--- config.mk ---
export PLATFORM = sky130hd
export DESIGN_NAME = pixel_stream_tx_flat
export DESIGN_NICKNAME = d
export VERILOG_FILES = /design/src/rtl/pixel_stream_tx_pkg.sv /design/src/rtl/pixel_stream_tx_if.sv /design/src/rtl/pixel_stream_tx_uart_tx_core.sv /design/src/rtl/pixel_stream_tx.sv /design/src/flat_wrapper.sv
export SDC_FILE = /design/constraint.sdc
export NUM_CORES = 1
export LEC_CHECK = 0
export CAP_MARGIN = 25
export CORE_MARGIN = 3
export CORE_UTILIZATION = 32
export DETAILED_ROUTE_END_ITERATION = 10
export HOLD_SLACK_MARGIN = 0.03
export PLACE_DENSITY = 0.55
export SYNTH_ARGS = -nofsm -noshare
export SYNTH_HDL_FRONTEND = slang
export SYNTH_SLANG_ARGS = --single-unit
--- constraint.sdc ---
create_clock -name clk -period 2.9 [get_ports clk]
set_input_delay 0.58 -clock clk [delete_from_list [all_inputs] [get_ports clk]]
set_output_delay 0.58 -clock clk [all_outputs]
set_load 0.1 [all_outputs]
--- src/rtl/pixel_stream_tx_pkg.sv ---
// Purpose: shared types and constants for the pixel streamer and its UART serialiser.
// Latency: n/a (declarations only).
// Backpressure: n/a. Optional macro SNN_TX_PARITY_EN widens the frame to 11 bits.
package snn_uart_pkg;

    localparam int   UART_DATA_BITS = 8;
    localparam logic UART_IDLE      = 1'b1;

    typedef enum logic [2:0] {
        IDLE,
        FETCH,
        LOAD,
        START,
        DATA,
        STOP,
        GAP,
        FIN
    } tx_state_t;

    // Start + data + optional parity + stop.
    function automatic int bits_per_frame();
`ifdef SNN_TX_PARITY_EN
        return 11;
`else
        return 10;
`endif
    endfunction

endpackage

--- src/rtl/pixel_stream_tx_if.sv ---
// Purpose: groups the streamer's control, memory and serial signals into one bundle.
// Latency: n/a (wiring only).
// Backpressure: none; the memory is assumed to answer every read one cycle later.
// Ports: start/abort (requests), mem_addr/mem_rdata (sync memory), tx/busy/done/byte_idx (status).
interface pixel_stream_tx_if #(
    parameter int ADDR_W = 10,
    parameter int IDX_W  = 7
);
    logic              start;
    logic              abort;
    logic [ADDR_W-1:0] mem_addr;
    logic [7:0]        mem_rdata;
    logic              tx;
    logic              busy;
    logic              done;
    logic [IDX_W-1:0]  byte_idx;

    // slave: the streamer itself; master: whoever drives requests and models the memory.
    modport slave  (input  start, abort, mem_rdata,
                    output mem_addr, tx, busy, done, byte_idx);
    modport master (output start, abort, mem_rdata,
                    input  mem_addr, tx, busy, done, byte_idx);
endinterface

--- src/rtl/pixel_stream_tx_uart_tx_core.sv ---
// Purpose: serialises one byte as a UART frame (start, 8 data LSB first, [parity], stop).
// Latency: tx drops to the start bit on the edge after load_i; frame_done_o in the last stop cycle.
// Backpressure: none; load_i must only be pulsed while idle. abort_i forces tx high at once.
// Ports: clk/rst_n, load_i + data_in_i (byte to send), abort_i, tx_o, bit_end_o, bit_cnt_o, frame_done_o.
module uart_tx_core
    import snn_uart_pkg::*;
#(
    parameter int CLKS_PER_BIT = 2604
) (
    input  logic                      clk,
    input  logic                      rst_n,
    input  logic                      load_i,
    input  logic                      abort_i,
    input  logic [UART_DATA_BITS-1:0] data_in_i,
    output logic                      tx_o,
    output logic                      bit_end_o,
    output logic [3:0]                bit_cnt_o,
    output logic                      frame_done_o
);

    localparam int          FRAME_BITS = bits_per_frame();
    // The start bit goes straight to tx on load, so the shifter holds the remaining bits.
    localparam int          SHR_W      = FRAME_BITS - 1;
    localparam logic [15:0] TIMER_LOAD = 16'(CLKS_PER_BIT - 1);

    logic [15:0]      timer_q, timer_d;
    logic [SHR_W-1:0] shreg_q, shreg_d;
    logic [3:0]       bit_cnt_q, bit_cnt_d;
    logic             active_q, active_d;
    logic             tx_q, tx_d;

    logic bit_end;
    logic last_bit;

    assign bit_end  = active_q && (timer_q == '0);
    assign last_bit = (bit_cnt_q == 4'(FRAME_BITS - 1));

    always_comb begin
        timer_d   = timer_q;
        shreg_d   = shreg_q;
        bit_cnt_d = bit_cnt_q;
        active_d  = active_q;
        tx_d      = tx_q;
        if (abort_i) begin
            active_d  = 1'b0;
            tx_d      = UART_IDLE;
            timer_d   = '0;
            bit_cnt_d = '0;
        end else if (load_i) begin
            active_d  = 1'b1;
            tx_d      = 1'b0;
            timer_d   = TIMER_LOAD;
            bit_cnt_d = '0;
`ifdef SNN_TX_PARITY_EN
            shreg_d   = {UART_IDLE, ^data_in_i, data_in_i};
`else
            shreg_d   = {UART_IDLE, data_in_i};
`endif
        end else if (bit_end) begin
            if (last_bit) begin
                active_d = 1'b0;
                tx_d     = UART_IDLE;
            end else begin
                // Shift in idle-level ones so the stop bit falls out last.
                tx_d      = shreg_q[0];
                shreg_d   = {UART_IDLE, shreg_q[SHR_W-1:1]};
                timer_d   = TIMER_LOAD;
                bit_cnt_d = bit_cnt_q + 4'd1;
            end
        end else if (active_q) begin
            timer_d = timer_q - 16'd1;
        end
    end

    always_ff @(posedge clk or negedge rst_n) begin
        if (!rst_n) begin
            timer_q   <= '0;
            shreg_q   <= '0;
            bit_cnt_q <= '0;
            active_q  <= 1'b0;
            tx_q      <= UART_IDLE;
        end else begin
            timer_q   <= timer_d;
            shreg_q   <= shreg_d;
            bit_cnt_q <= bit_cnt_d;
            active_q  <= active_d;
            tx_q      <= tx_d;
        end
    end

    assign tx_o         = tx_q;
    assign bit_end_o    = bit_end;
    assign bit_cnt_o    = bit_cnt_q;
    assign frame_done_o = bit_end && last_bit;

endmodule

--- src/rtl/pixel_stream_tx.sv ---
// Purpose: streams NUM_BYTES bytes from a synchronous memory out as back-to-back UART frames.
// Latency: 2 + (frame_bits+GAP_BITS)*CLKS_PER_BIT cycles per byte (no gap after the last); done one cycle later.
// Backpressure: none; start is ignored while busy, abort returns to IDLE on the next edge.
// Ports: clk, rst_n, bus (pixel_stream_tx_if.slave: start, abort, mem_addr, mem_rdata, tx, busy, done, byte_idx).
// Optional macro SNN_TX_PARITY_EN adds an even-parity bit before the stop bit.
module pixel_stream_tx
    import snn_uart_pkg::*;
#(
    parameter int CLKS_PER_BIT = 2604,
    parameter int NUM_BYTES    = 98,
    parameter int ADDR_W       = 10,
    parameter int BASE_ADDR    = 0,
    parameter int GAP_BITS     = 0
) (
    input  logic             clk,
    input  logic             rst_n,
    pixel_stream_tx_if.slave bus
);

    localparam int                IDX_W      = $clog2(NUM_BYTES + 1);
    localparam int                FRAME_BITS = bits_per_frame();
    localparam logic [ADDR_W-1:0] BASE_A     = ADDR_W'(BASE_ADDR);
    localparam logic [IDX_W-1:0]  LAST_IDX   = IDX_W'(NUM_BYTES - 1);
    localparam logic [31:0]       GAP_LOAD   = (GAP_BITS > 0) ? 32'(GAP_BITS * CLKS_PER_BIT - 1) : 32'd0;

    tx_state_t        state_q, state_d;
    logic [IDX_W-1:0] byte_idx_q, byte_idx_d;
    logic [31:0]      gap_cnt_q, gap_cnt_d;

    logic       core_load;
    logic       core_abort;
    logic       core_bit_end;
    logic [3:0] core_bit_cnt;
    logic       core_frame_done;
    logic       core_tx;

    // abort only matters once a transfer is under way; in IDLE it merely vetoes start.
    assign core_abort = bus.abort && (state_q != IDLE);
    assign core_load  = (state_q == LOAD);

    always_comb begin
        state_d    = state_q;
        byte_idx_d = byte_idx_q;
        gap_cnt_d  = gap_cnt_q;
        if (core_abort) begin
            state_d = IDLE;
        end else begin
            case (state_q)
                IDLE: begin
                    if (bus.start && !bus.abort) begin
                        state_d    = FETCH;
                        byte_idx_d = '0;
                    end
                end
                FETCH: state_d = LOAD;
                LOAD:  state_d = START;
                START: begin
                    if (core_bit_end) state_d = DATA;
                end
                DATA: begin
                    // DATA covers the parity bit too; leave when the bit before stop ends.
                    if (core_bit_end && (core_bit_cnt == 4'(FRAME_BITS - 2))) state_d = STOP;
                end
                STOP: begin
                    if (core_frame_done) begin
                        byte_idx_d = byte_idx_q + 1'b1;
                        if (byte_idx_q == LAST_IDX) begin
                            state_d = FIN;
                        end else if (GAP_BITS > 0) begin
                            state_d   = GAP;
                            gap_cnt_d = GAP_LOAD;
                        end else begin
                            state_d = FETCH;
                        end
                    end
                end
                GAP: begin
                    if (gap_cnt_q == '0) state_d = FETCH;
                    else                 gap_cnt_d = gap_cnt_q - 32'd1;
                end
                FIN:     state_d = IDLE;
                default: state_d = IDLE;
            endcase
        end
    end

    always_ff @(posedge clk or negedge rst_n) begin
        if (!rst_n) begin
            state_q    <= IDLE;
            byte_idx_q <= '0;
            gap_cnt_q  <= '0;
        end else begin
            state_q    <= state_d;
            byte_idx_q <= byte_idx_d;
            gap_cnt_q  <= gap_cnt_d;
        end
    end

    uart_tx_core #(
        .CLKS_PER_BIT (CLKS_PER_BIT)
    ) u_core (
        .clk          (clk),
        .rst_n        (rst_n),
        .load_i       (core_load),
        .abort_i      (core_abort),
        .data_in_i    (bus.mem_rdata),
        .tx_o         (core_tx),
        .bit_end_o    (core_bit_end),
        .bit_cnt_o    (core_bit_cnt),
        .frame_done_o (core_frame_done)
    );

    // byte_idx counts completed bytes, so it is also the index of the byte being fetched.
    assign bus.mem_addr = BASE_A + ADDR_W'(byte_idx_q);
    assign bus.tx       = core_tx;
    assign bus.busy     = (state_q != IDLE);
    assign bus.done     = (state_q == FIN);
    assign bus.byte_idx = byte_idx_q;

endmodule
--- src/flat_wrapper.sv ---
// flat-port wrapper written by rule: the top's interface ports become plain ports
module pixel_stream_tx_flat import snn_uart_pkg::*;
#(
    parameter int CLKS_PER_BIT = 2604,
    parameter int NUM_BYTES    = 98,
    parameter int ADDR_W       = 10,
    parameter int BASE_ADDR    = 0,
    parameter int GAP_BITS     = 0
)
  (clk, rst_n, bus_start, bus_abort, bus_mem_rdata, bus_mem_addr, bus_tx, bus_busy, bus_done, bus_byte_idx);
  pixel_stream_tx_if #(.ADDR_W(ADDR_W)) bus_i ();
  input  logic clk;
  input  logic rst_n;
  input wire logic [$bits(bus_i.start)-1:0] bus_start;
  input wire logic [$bits(bus_i.abort)-1:0] bus_abort;
  input wire logic [$bits(bus_i.mem_rdata)-1:0] bus_mem_rdata;
  output wire logic [$bits(bus_i.mem_addr)-1:0] bus_mem_addr;
  output wire logic [$bits(bus_i.tx)-1:0] bus_tx;
  output wire logic [$bits(bus_i.busy)-1:0] bus_busy;
  output wire logic [$bits(bus_i.done)-1:0] bus_done;
  output wire logic [$bits(bus_i.byte_idx)-1:0] bus_byte_idx;
  assign bus_i.start = bus_start;
  assign bus_i.abort = bus_abort;
  assign bus_i.mem_rdata = bus_mem_rdata;
  assign bus_mem_addr = bus_i.mem_addr;
  assign bus_tx = bus_i.tx;
  assign bus_busy = bus_i.busy;
  assign bus_done = bus_i.done;
  assign bus_byte_idx = bus_i.byte_idx;
  pixel_stream_tx #(.CLKS_PER_BIT(CLKS_PER_BIT), .NUM_BYTES(NUM_BYTES), .ADDR_W(ADDR_W), .BASE_ADDR(BASE_ADDR), .GAP_BITS(GAP_BITS)) u_core (.clk(clk), .rst_n(rst_n), .bus(bus_i));
endmodule
Figure 1. Signal wires on met1.
Scale: 3 px per um. Supply wires on this layer in grey.
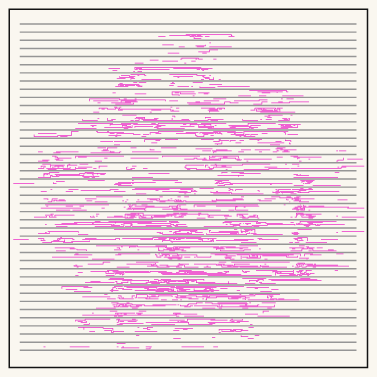
wire length on this layer	4,660 um
longest straight run	31.3 um
met1 usage: 19.6%
routed wire length: 9.26 mm
vias: 3,250

Figure 2. Selected gate families.
Scale: 4 px per um.
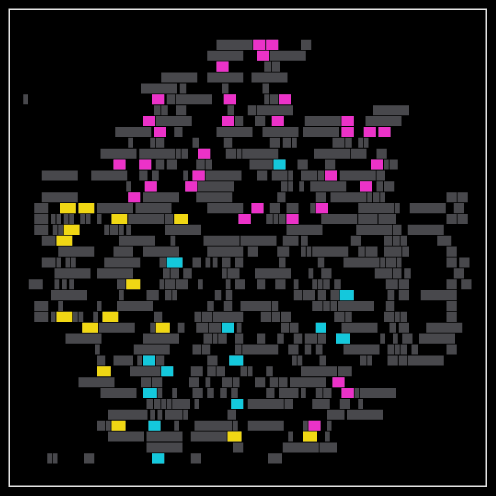
colour	family	cells
yellow	mux cells	15
magenta	xor and xnor cells	32
cyan	non-inverting ao/oa cells	13

Figure 3. Routed metal, one colour a layer.
Scale: 3 px per um. Only two layers are drawn.
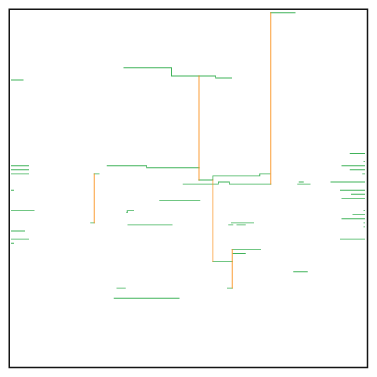
colour	layer	wire length
green	M3	346 um
orange	M4	148 um
GRT Util Overall: 14.1%
DR WL/cell: 14.8 um

Figure 4. Close-up of the layout.
Region (44, 68) to (74, 98) um. Cells in grey, sequential cells in the stronger grey; small squares are vias.
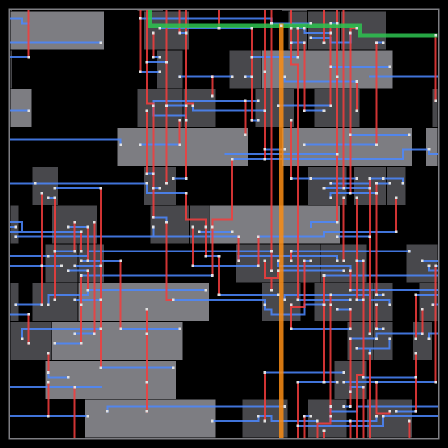
colour	layer
red	M2
green	M3
blue	M1
orange	M4
netlist names of flops here include	u_core.gap_cnt_q (9)
sequential cells in the window	9
most frequent	dfrtp_1 (9), xor2_1 (7)
cells with their middle in the window	44

Figure 5. Track usage over the die.
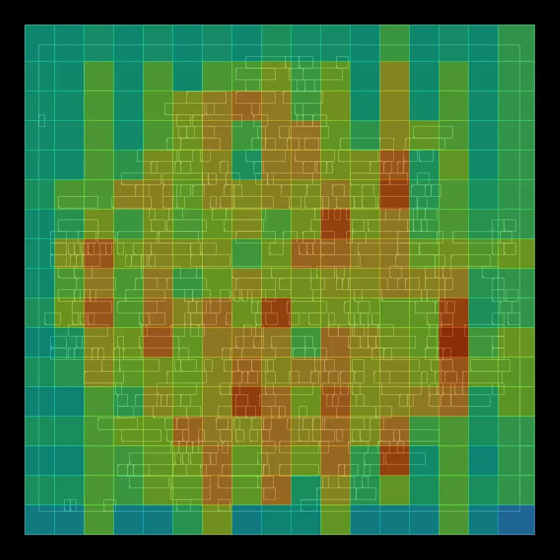
routing usage on met2: 21.3%
global routing usage on met3: 3.32%
GR peak layer: met2

==> run_results.csv <==
group,metric,value,unit
detailed_routing,viasPerCell,5.21,
pwr,power.density,906,nW/um^2
setup_path,reg2regPathDepth,5,
layout,drive_gt1_share,14.7,%
outcome,status,"finished clean",
pwr,combPwrFrac,41.0,%
setup_path,start_kind,"flip-flop",
floorplanning,io_pins,32,
setup_path,crit_required,3.11,ns
final_timing,fin_setup_tns,0,ns
clocking,cts_tree,"done",
layout,clock_buffers,14,
pwr,seq_power_share,34.3,%
global_route,grt_max_degree,74,
pwr,p_int,2.61,mW
layout,comb_cells,317,
setup_path,slowest_delay,0.73,ns
logic_synthesis,area_leaders,"dfrtp_1, nand2_1, xor2_1",
clocking,cts_inserted_buffers,9,
final_timing,slew_violations,0,
final_timing,layout_setup_ws,0.217,ns
logic_synthesis,ys_seq_share,44.8,%
logic_synthesis,synth_top_area_share,44.2,%
logic_synthesis,yosysWarnings,0,
global_route,grt_pass1_wl,16.2,mm
logic_synthesis,synth_area_per_cell,9.62,um^2
layout,seq_area_share,38.1,%
global_route,grt_overflow,0,
layout,signal_buffers,40,
clocking,cts.clk_slew.worst_paths,0.06,ns
logic_synthesis,async_reset_ff_share,100,%
layout,clk_share,6.13,%
logic_synthesis,ys_area,4080,um^2
layout,area_growth,17.6,%
setup_path,rrSetupSlack,0.22,ns
placed_design,dp_worst_setup_slack,0.221,ns
pwr,switchingPower,1.73,mW
final_timing,fin_crit,2.68,ns
setup_path,path_max_fanout,11,
pwr,clkPwrFrac,24.8,%
final_timing,rsz0062_at_grt,"no",
detailed_routing,drt_iter0_markers,278,
final_timing,worst_pin_slew,0.872,ns
logic_synthesis,postSynthCellCount,424,
setup_path,r2r-end,"u_core.gap_cnt_q[25]$_DFFE_PN0P_",
clocking,numClockSinks,73,
placed_design,gp_congestion,0.813,
setup_path,crit_type,"reg2reg",
floorplanning,die_y,119,um
floorplanning,core,12200,um^2
floorplanning,die_area,14100,um^2
logic_synthesis,synth-edff-count,0,
layout,final-seq-area,1830,um^2
layout,lay_top_count,"dfrtp_1",
clocking,insertion_delay,0.34,ns
logic_synthesis,synth_area,4080,um^2
setup_path,worstPathArrival,2.89,ns
layout,buffer_area_share,7.20,%
setup_path,worst-path-buf-inv,0,
placed_design,dpl-instance-area,4470,um^2
layout,flops,73,
run,max_cap_viol_count,0,
setup_path,crit_family,"simple AND/OR/NAND/NOR gates",
logic_synthesis,yosysTopAreaCell,"dfrtp_1",
final_timing,period_used_share,92.5,%
global_route,grt_pass1_vias,3279,
final_timing,whs,0.0662,ns
layout,comb_share,43.4,%
pwr,ir_drop,0.000324,V
layout,antenna_cells,0,
clocking,clock_path_buffers,2,
clocking,cts_setup_buffers,0,
detailed_routing,drc_errors,0,
pwr,p_leak,2.24,nW
logic_synthesis,ys_cells,424,
layout,n_fill_cell,1260,
floorplanning,chipWidth,119,um
floorplanning,rows,40,
setup_path,critical_path.cell_chain,"or4_4 > or4_4 > o311ai_2 > nor3_1 > xor2_1",
layout,inv_count,10,
layout,mostFrequentLayoutCells,"dfrtp_1, nand2_1, nor2_1, buf_4, nor3_1",
pwr,fin_total_pwr,4.34,mW
-- registers in the layout, summed over array words and instances (netlist names) --
| register | cells |
|---|---|
| u_core.gap_cnt_q | 32 |
| u_core.u_core.timer_q | 16 |
| u_core.u_core.shreg_q | 9 |
| u_core.bus.byte_idx | 7 |
| u_core.u_core.bit_cnt_o | 4 |
| u_core.state_q | 3 |
| u_core.u_core.active_q | 1 |
| u_core.u_core.tx_o | 1 |
-- metal layers --
metal	share of wire (%)	global-route usage, %
met1	50	19.6
met2	44	21.3
met3	3.7	3.32
met4	1.6	5.29
met5	0	0
-- kinds of logic (layout without fill, tap and decap cells) --
kind of cell             after synthesis  in the layout  share of synthesized area, %
AND/OR/NAND/NOR                      187            187                          25.0
flip-flops                            73             73                          44.8
AND-OR/OR-AND                         72             72                          12.5
buffers and inverters                 36             66                          4.33
XOR/XNOR                              32             32                          6.87
multiplexers                          15             15                          3.93
adder cells (fa/ha/maj)                8              8                          2.45
other                                  1              3                        0.0920
-- power groups by stage --
stage / clock network, mW / logic, mW / registers [mW]
detailed placement: 0 / 1.77 / 1.50
CTS: 1.10 / 1.78 / 1.48
floorplan: 0 / 1.31 / 1.47
finish: 1.08 / 1.78 / 1.49
global placement: 0 / 1.76 / 1.49
global route: 1.15 / 1.99 / 1.53
-- per-stage QoR --
| stage | util, % | std cells |
|---|---|---|
| after floorplan | - | 426 |
| after global placement | 36.6 | 607 |
| after detailed placement | 36.6 | 607 |
| after CTS | 39.0 | 623 |
| after global routing | 39.3 | 624 |
| final | 39.3 | 624 |
-- synthesized netlist by cell type (2+ instances only) --
library cell / n
or2_2: 2
nor3b_1: 2
nand4_1: 6
nor4_4: 2
o211ai_1: 3
o31a_1: 2
or4_1: 7
a21oi_1: 12
o31ai_1: 11
and3_1: 3
a31oi_1: 6
o41ai_1: 3
inv_1: 10
nand4b_1: 2
or3_1: 9
clkbuf_1: 13
nand4bb_1: 2
nor4_1: 10
xnor2_1: 15
mux2i_1: 7
nand2_1: 49
nand3_1: 12
nand2b_1: 9
nor3_1: 18
dfrtp_1: 72
buf_4: 10
o21ai_0: 17
xor2_1: 17
nor4b_1: 2
a22o_1: 4
nor2_1: 32
nor2b_1: 4
mux2_2: 8
o22ai_1: 2
a21bo_2: 2
or4_4: 2
buf_2: 2
ha_1: 8
nand3b_1: 5
and2_1: 3
-- how the worst max path moves through the flow --
stage                     cells past startpoint                                to  slack, ns                       startpoint
after floorplan                               3                          bus_done       0.37    u_core.state_q[0]$_DFFE_PN0P_
after global placement                        5  u_core.gap_cnt_q[25]$_DFFE_PN0P_       0.26  u_core.gap_cnt_q[5]$_DFFE_PN0P_
after detailed placement                      5  u_core.gap_cnt_q[25]$_DFFE_PN0P_       0.22  u_core.gap_cnt_q[5]$_DFFE_PN0P_
after CTS                                     5  u_core.gap_cnt_q[25]$_DFFE_PN0P_       0.20  u_core.gap_cnt_q[5]$_DFFE_PN0P_
after global routing                          5  u_core.gap_cnt_q[19]$_DFFE_PN0P_       0.05  u_core.gap_cnt_q[5]$_DFFE_PN0P_
final                                         5  u_core.gap_cnt_q[25]$_DFFE_PN0P_       0.22  u_core.gap_cnt_q[5]$_DFFE_PN0P_
Power and IR drop assume default switching activity.
